## src/rtl/bus_controller.sv

```systemverilog
// bus_controller: round-robin snooping-bus arbiter and 8x4 main memory for a 3-CPU MSI system.
// Replies are steered only to the requester's bus_in so foreign replies are never observed.
module bus_controller #(
    parameter int SNOOP_CYCLES = 2
) (
    input  logic        clock,
    input  logic        reset,
    input  logic [12:0] bus_out_0,
    input  logic [12:0] bus_out_1,
    input  logic [12:0] bus_out_2,
    output logic [12:0] bus_in_0,
    output logic [12:0] bus_in_1,
    output logic [12:0] bus_in_2,
    output logic        busy,
    input  logic        dbg_we,
    input  logic [2:0]  dbg_addr,
    input  logic [3:0]  dbg_wdata,
    output logic [3:0]  dbg_rdata
);
    typedef enum logic [1:0] {IDLE, BCAST, SNOOP, REPLY} state_t;

    state_t      r_state, w_next;
    logic [12:0] w_bus_out [3];
    logic [12:0] w_bus_in  [3];
    logic [12:0] r_bus_in  [3];
    logic [2:0]  r_pending;
    logic [2:0]  r_pcmd    [3];
    logic [2:0]  r_paddr   [3];
    logic [1:0]  r_rr_ptr, r_req_id, w_grant, w_p1, w_p2;
    logic [2:0]  r_addr, r_cnt;
    logic        r_wb_hit, r_busy, w_take;
    logic [3:0]  r_wb_data, w_take_data, w_rdata;
    logic [3:0]  r_mem     [8];

    assign w_bus_out[0] = bus_out_0;
    assign w_bus_out[1] = bus_out_1;
    assign w_bus_out[2] = bus_out_2;
    assign bus_in_0     = r_bus_in[0];
    assign bus_in_1     = r_bus_in[1];
    assign bus_in_2     = r_bus_in[2];
    assign busy         = r_busy;
    assign dbg_rdata    = r_mem[dbg_addr];

    assign w_p1    = (r_rr_ptr == 2'd2) ? 2'd0 : r_rr_ptr + 2'd1;
    assign w_p2    = (r_rr_ptr == 2'd0) ? 2'd2 : r_rr_ptr - 2'd1;
    assign w_grant = r_pending[r_rr_ptr] ? r_rr_ptr : r_pending[w_p1] ? w_p1 : w_p2;

    // Descending scan so the lowest-numbered matching responder wins.
    always_comb begin
        w_take      = 1'b0;
        w_take_data = '0;
        for (int j = 2; j >= 0; j--) begin
            if (r_state == SNOOP && !r_wb_hit && 2'(j) != r_req_id &&
                (w_bus_out[j][12] || w_bus_out[j][11]) && w_bus_out[j][6:4] == r_addr) begin
                w_take      = 1'b1;
                w_take_data = w_bus_out[j][3:0];
            end
        end
    end

    // Reply data reflects memory as it will read during REPLY, including same-edge writes.
    assign w_rdata = w_take ? w_take_data :
                     r_wb_hit ? r_wb_data :
                     (dbg_we && dbg_addr == r_addr) ? dbg_wdata : r_mem[r_addr];

    always_comb begin
        w_next = r_state;
        case (r_state)
            IDLE:    w_next = |r_pending ? BCAST : IDLE;
            BCAST:   w_next = SNOOP;
            SNOOP:   w_next = (r_cnt == 3'd1) ? REPLY : SNOOP;
            default: w_next = IDLE;
        endcase
    end

    always_comb begin
        for (int j = 0; j < 3; j++) begin
            w_bus_in[j] = '0;
            if (r_state == IDLE && |r_pending && 2'(j) != w_grant)
                w_bus_in[j] = {3'b000, r_pcmd[w_grant], r_paddr[w_grant], 4'b0000};
            if (r_state == SNOOP && r_cnt == 3'd1 && 2'(j) == r_req_id)
                w_bus_in[j] = {3'b001, 3'b000, r_addr, w_rdata};
        end
    end

    always_ff @(posedge clock) begin
        if (reset) r_state <= IDLE;
        else       r_state <= w_next;
    end

    always_ff @(posedge clock) begin
        if (reset) begin
            r_rr_ptr  <= '0;
            r_pending <= '0;
            r_req_id  <= '0;
            r_addr    <= '0;
            r_cnt     <= '0;
            r_wb_hit  <= 1'b0;
            r_wb_data <= '0;
            r_busy    <= 1'b0;
            for (int i = 0; i < 8; i++) r_mem[i] <= '0;
            for (int i = 0; i < 3; i++) begin
                r_bus_in[i] <= '0;
                r_pcmd[i]   <= '0;
                r_paddr[i]  <= '0;
            end
        end else begin
            r_busy <= (w_next != IDLE);
            for (int i = 0; i < 3; i++) r_bus_in[i] <= w_bus_in[i];
            if (r_state == IDLE && |r_pending) begin
                r_req_id <= w_grant;
                r_addr   <= r_paddr[w_grant];
                r_wb_hit <= 1'b0;
            end
            if (r_state == BCAST) r_cnt <= 3'(SNOOP_CYCLES);
            if (r_state == SNOOP) r_cnt <= r_cnt - 3'd1;
            if (w_take) begin
                r_wb_hit  <= 1'b1;
                r_wb_data <= w_take_data;
            end
            if (r_state == REPLY) begin
                r_pending[r_req_id] <= 1'b0;
                r_rr_ptr            <= (r_req_id == 2'd2) ? 2'd0 : r_req_id + 2'd1;
            end
            // A new pulse placed after the REPLY clear so a same-edge set dominates.
            for (int i = 0; i < 3; i++) begin
                if (w_bus_out[i][10]) begin
                    r_pending[i] <= 1'b1;
                    r_pcmd[i]    <= w_bus_out[i][9:7];
                    r_paddr[i]   <= w_bus_out[i][6:4];
                end
            end
            if (dbg_we) r_mem[dbg_addr] <= dbg_wdata;
            if (w_take) r_mem[r_addr] <= w_take_data;
        end
    end
endmodule

```

## config.mk

```make
export PLATFORM = sky130hd
export DESIGN_NAME = bus_controller
export DESIGN_NICKNAME = d
export VERILOG_FILES = /design/src/rtl/bus_controller.sv
export SDC_FILE = /design/constraint.sdc
export NUM_CORES = 1
export LEC_CHECK = 0
export CAP_MARGIN = 40
export CORE_MARGIN = 1
export CORE_UTILIZATION = 48
export CTS_CLUSTER_SIZE = 10
export DETAILED_ROUTE_END_ITERATION = 8
export PLACE_DENSITY = 0.83
export SYNTH_ARGS = -nofsm -noshare
export SYNTH_HDL_FRONTEND = slang
export SYNTH_SLANG_ARGS = --single-unit
```

## constraint.sdc

```tcl
create_clock -name clock -period 2.4 [get_ports clock]
set_input_delay 0.48 -clock clock [delete_from_list [all_inputs] [get_ports clock]]
set_output_delay 0.48 -clock clock [all_outputs]
set_load 0.01 [all_outputs]
```

sizes.png
Scale: 3 px per um.
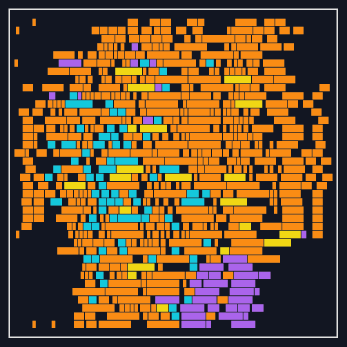
Key: orange = _0 and _1 cells [cells 535, most used clkdlybuf4s50_1]; purple = _2 cells [cells 36, most used mux4_2]; yellow = _6 and larger [cells 20, most used clkbuf_16]; cyan = _3 and _4 cells [cells 72, most used buf_4]

placement.png
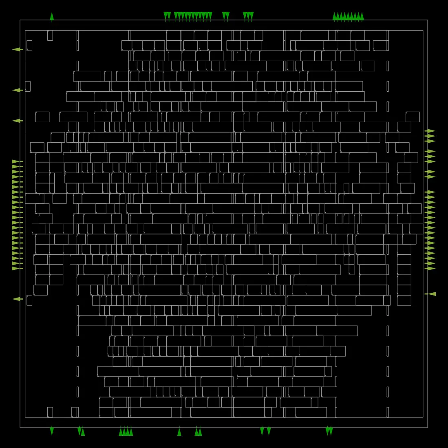
number of filler instances in the final layout: 830
tally of non-filler cells in the final layout: 803
Placeable Area: 0.0110 mm^2
final core utilization: 0.658
Flop Count: 107

flops_by_reg.png
Scale: 3 px per um. Other sequential cells in the stronger gray, the rest of the logic in the fainter gray.
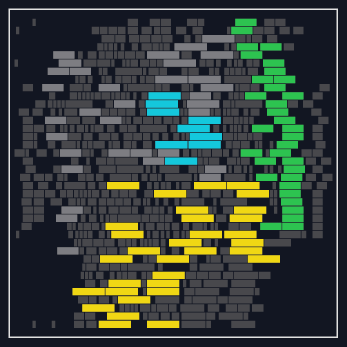
Key: cyan = r_paddr [sequential cells 9]; yellow = r_mem [sequential cells 32]; green = r_bus_in [sequential cells 33]
Another 33 sequential cells are not colored.

==> summary.txt <==
This note records the results obtained with Yosys and OpenROAD.

Status
The flow ran to the end, and the final reports show no timing, DRC or antenna violations.

Detailed routing
The violation count after the first detailed-route iteration is 611. For this block, the via count after detailed routing is 4785. The total iterations of the first detailed-routing run is 9. The total wire length after detailed routing is 15700 um.

Synthesis
The main flop type is dfxtp_1. During synthesis, Yosys emitted a total of 0 warnings. In the synthesis report, Yosys lists the chip area as 0.00548 mm^2. The post-synthesis cell count is 521.

The netlist area before placement is 0.00548 mm^2. The adder-cell area share of the yosys netlist is 0.0205.

Global route
Entering global routing, the biggest net connects 22 pins. The number of global-route vias before repair is 4660. The initial antenna violation count came to 0. Summed over all routing layers, the global router reports a total usage of 0.275. The remaining global-route overflow is 0.

Floorplan
93 I/O pins were placed. The core utilization at floorplan is 0.499.

Worst setup path
Per STA, the library cell used most along the worst path is buf_4. The worst register-to-register path begins at r_state[0]. The data required time reported for the critical path is 2.58 ns. Per STA, the endpoint of the critical path is r_mem[0][1]. The source of the critical timing path is r_state[0].

The category of the critical setup timing path is reg2reg. Looking at the critical path, the single cell with the biggest stage delay is or3_4.

Placement
The congestion estimate from routability-driven global placement came to 0.887.

Final layout
The most frequent standard cell in the layout excluding fill and tap cells is clkdlybuf4s50_1. The top cell types in the final layout, fill and taps aside, are clkdlybuf4s50_1 (80), nand2_1 (67), buf_4 (60), dfxtp_1 (56), edfxtp_1 (50). Summing all non-filler instances in the final layout gives an area of 0.00723 mm^2.

The net count of the finished layout is 716.

Pwr
The worst ir drop on vdd is 397 uV.

Clocking
Counting along the longest clock path gives a buffer depth of 2. The clock tree from TritonCTS is built. The total clock sinks is 107.

The clock latency on the worst-skew pair is 0.35 ns. The number of H-tree levels is 3.

Worst hold path
The path type of the worst min-delay path is reg2reg.

Final timing
The total count of hold-check failures in the final report is 0. Of the available clock period, the critical path in the final layout requires 0.974.
layer_met3.png
Scale: 2 px per um. Cells faint in the background.
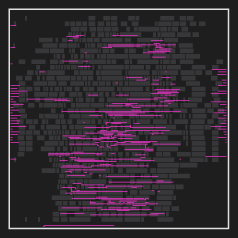
The longest straight run is 59.3 um. The layer holds 11% of the routed length. The layer carries 1660 um of wire. The wires run mostly horizontal.

placement_by_type.png
Scale: 4 px per um.
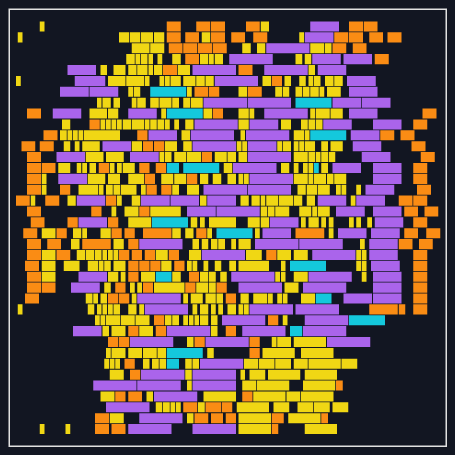
Key: orange = remaining buffers and delay cells [cells 151, share of their area 20%]; purple = sequential cells [cells 107, share of their area 37%]; cyan = clock drivers and dummy loads [cells 16, share of their area 4.3%]; yellow = combinational and other logic [cells 389, share of their area 39%]

-- cell usage after synthesis, drive strengths merged, types with 5 or more instances --
| library cell | instances |
|---|---|
| nor2 | 43 |
| nand4 | 6 |
| mux4 | 16 |
| a32oi | 7 |
| xnor2 | 9 |
| dfxtp | 57 |
| nand2b | 10 |
| nand2 | 67 |
| or3 | 11 |
| o21ai | 28 |
| a21oi | 17 |
| mux2i | 30 |
| mux2 | 8 |
| edfxtp | 50 |
| inv | 15 |
| clkbuf | 14 |
| or2 | 5 |
| ha | 9 |
| nor3 | 9 |
| and2 | 20 |
| nand3 | 22 |
| buf | 16 |
-- state kept, by name, indices dropped and copies added (netlist names), named ones only --
| signal | cells |
|---|---|
| r_pcmd | 9 |
| r_addr | 3 |
| r_mem | 32 |
| r_wb_hit | 1 |
| busy | 1 |
| r_bus_in | 33 |
| r_req_id | 2 |
| r_pending | 3 |
| r_wb_data | 4 |
| r_state | 2 |
| r_paddr | 9 |
| r_rr_ptr | 2 |
| r_cnt | 3 |
-- logic make-up after synthesis --
group | after synthesis
mux | 54
buf+inv | 45
fa+ha+maj | 9
simple gates | 203
compound gates | 90
xor+xnor | 12
flops | 107
other cells | 1
-- worst min path at each step --
stage / start / to / cells past startpoint
2_1_floorplan: r_wb_data[0] / r_wb_data[0] / 2
3_3_place_gp: r_wb_data[2] / r_wb_data[2] / 2
3_5_place_dp: r_wb_data[1] / r_wb_data[1] / 2
4_1_cts: r_wb_data[1] / r_wb_data[1] / 2
5_1_grt: r_wb_data[0] / r_wb_data[0] / 2
6_report: r_wb_data[0] / r_wb_data[0] / 2
-- tightest hold or removal path, cell delays in order, from the launching register on --
cell     delay (ns)
dfxtp_1        0.31
nand2_1        0.05
a21oi_1        0.05
-- cell type report --
cell class,count,area [um^2],area share
flip-flops and latches,107,2640,0.366
clock buffers,11,254,0.0351
inverters,15,56.3,0.00779
clock inverters,5,48.8,0.00675
repair buffers,151,1380,0.191
well taps,140,175,0.0242
multi-input cells,374,2670,0.369
-- routing by layer --
layer | part of all wire | up-vias | global-route usage
li1 | - | 2159 | -
met1 | 0.38 | 2227 | 0.354
met2 | 0.48 | 348 | 0.442
met3 | 0.11 | 51 | 0.0574
met4 | 0.033 | 0 | 0.132
met5 | 0 | - | 0
-- power by group --
| group | total (mW) | switching (mW) | internal, mW | leakage, nW |
|---|---|---|---|---|
| Combinational | 1.16 | 0.605 | 0.557 | 1.54 |
| Clock | 1.50 | 0.710 | 0.795 | 0.150 |
| Sequential | 2.17 | 0.123 | 2.05 | 0.977 |
| Total | 4.84 | 1.44 | 3.40 | 2.67 |
-- stage by stage --
step	power (mW)	hold WS (ns)
floorplan	2.80	0.436
global placement	3.27	0.443
detailed placement	3.32	0.451
CTS	4.80	0.462
global route	5.00	0.481
finish	4.84	0.461
-- what timing repair did --
item,in CTS,in global routing
endpoints found under the hold margin,0,0
gates resized,11,12
pin swaps,0,1
endpoints found under the setup margin,9,62
No activity file was given, so power comes from the tool's default toggle rates.
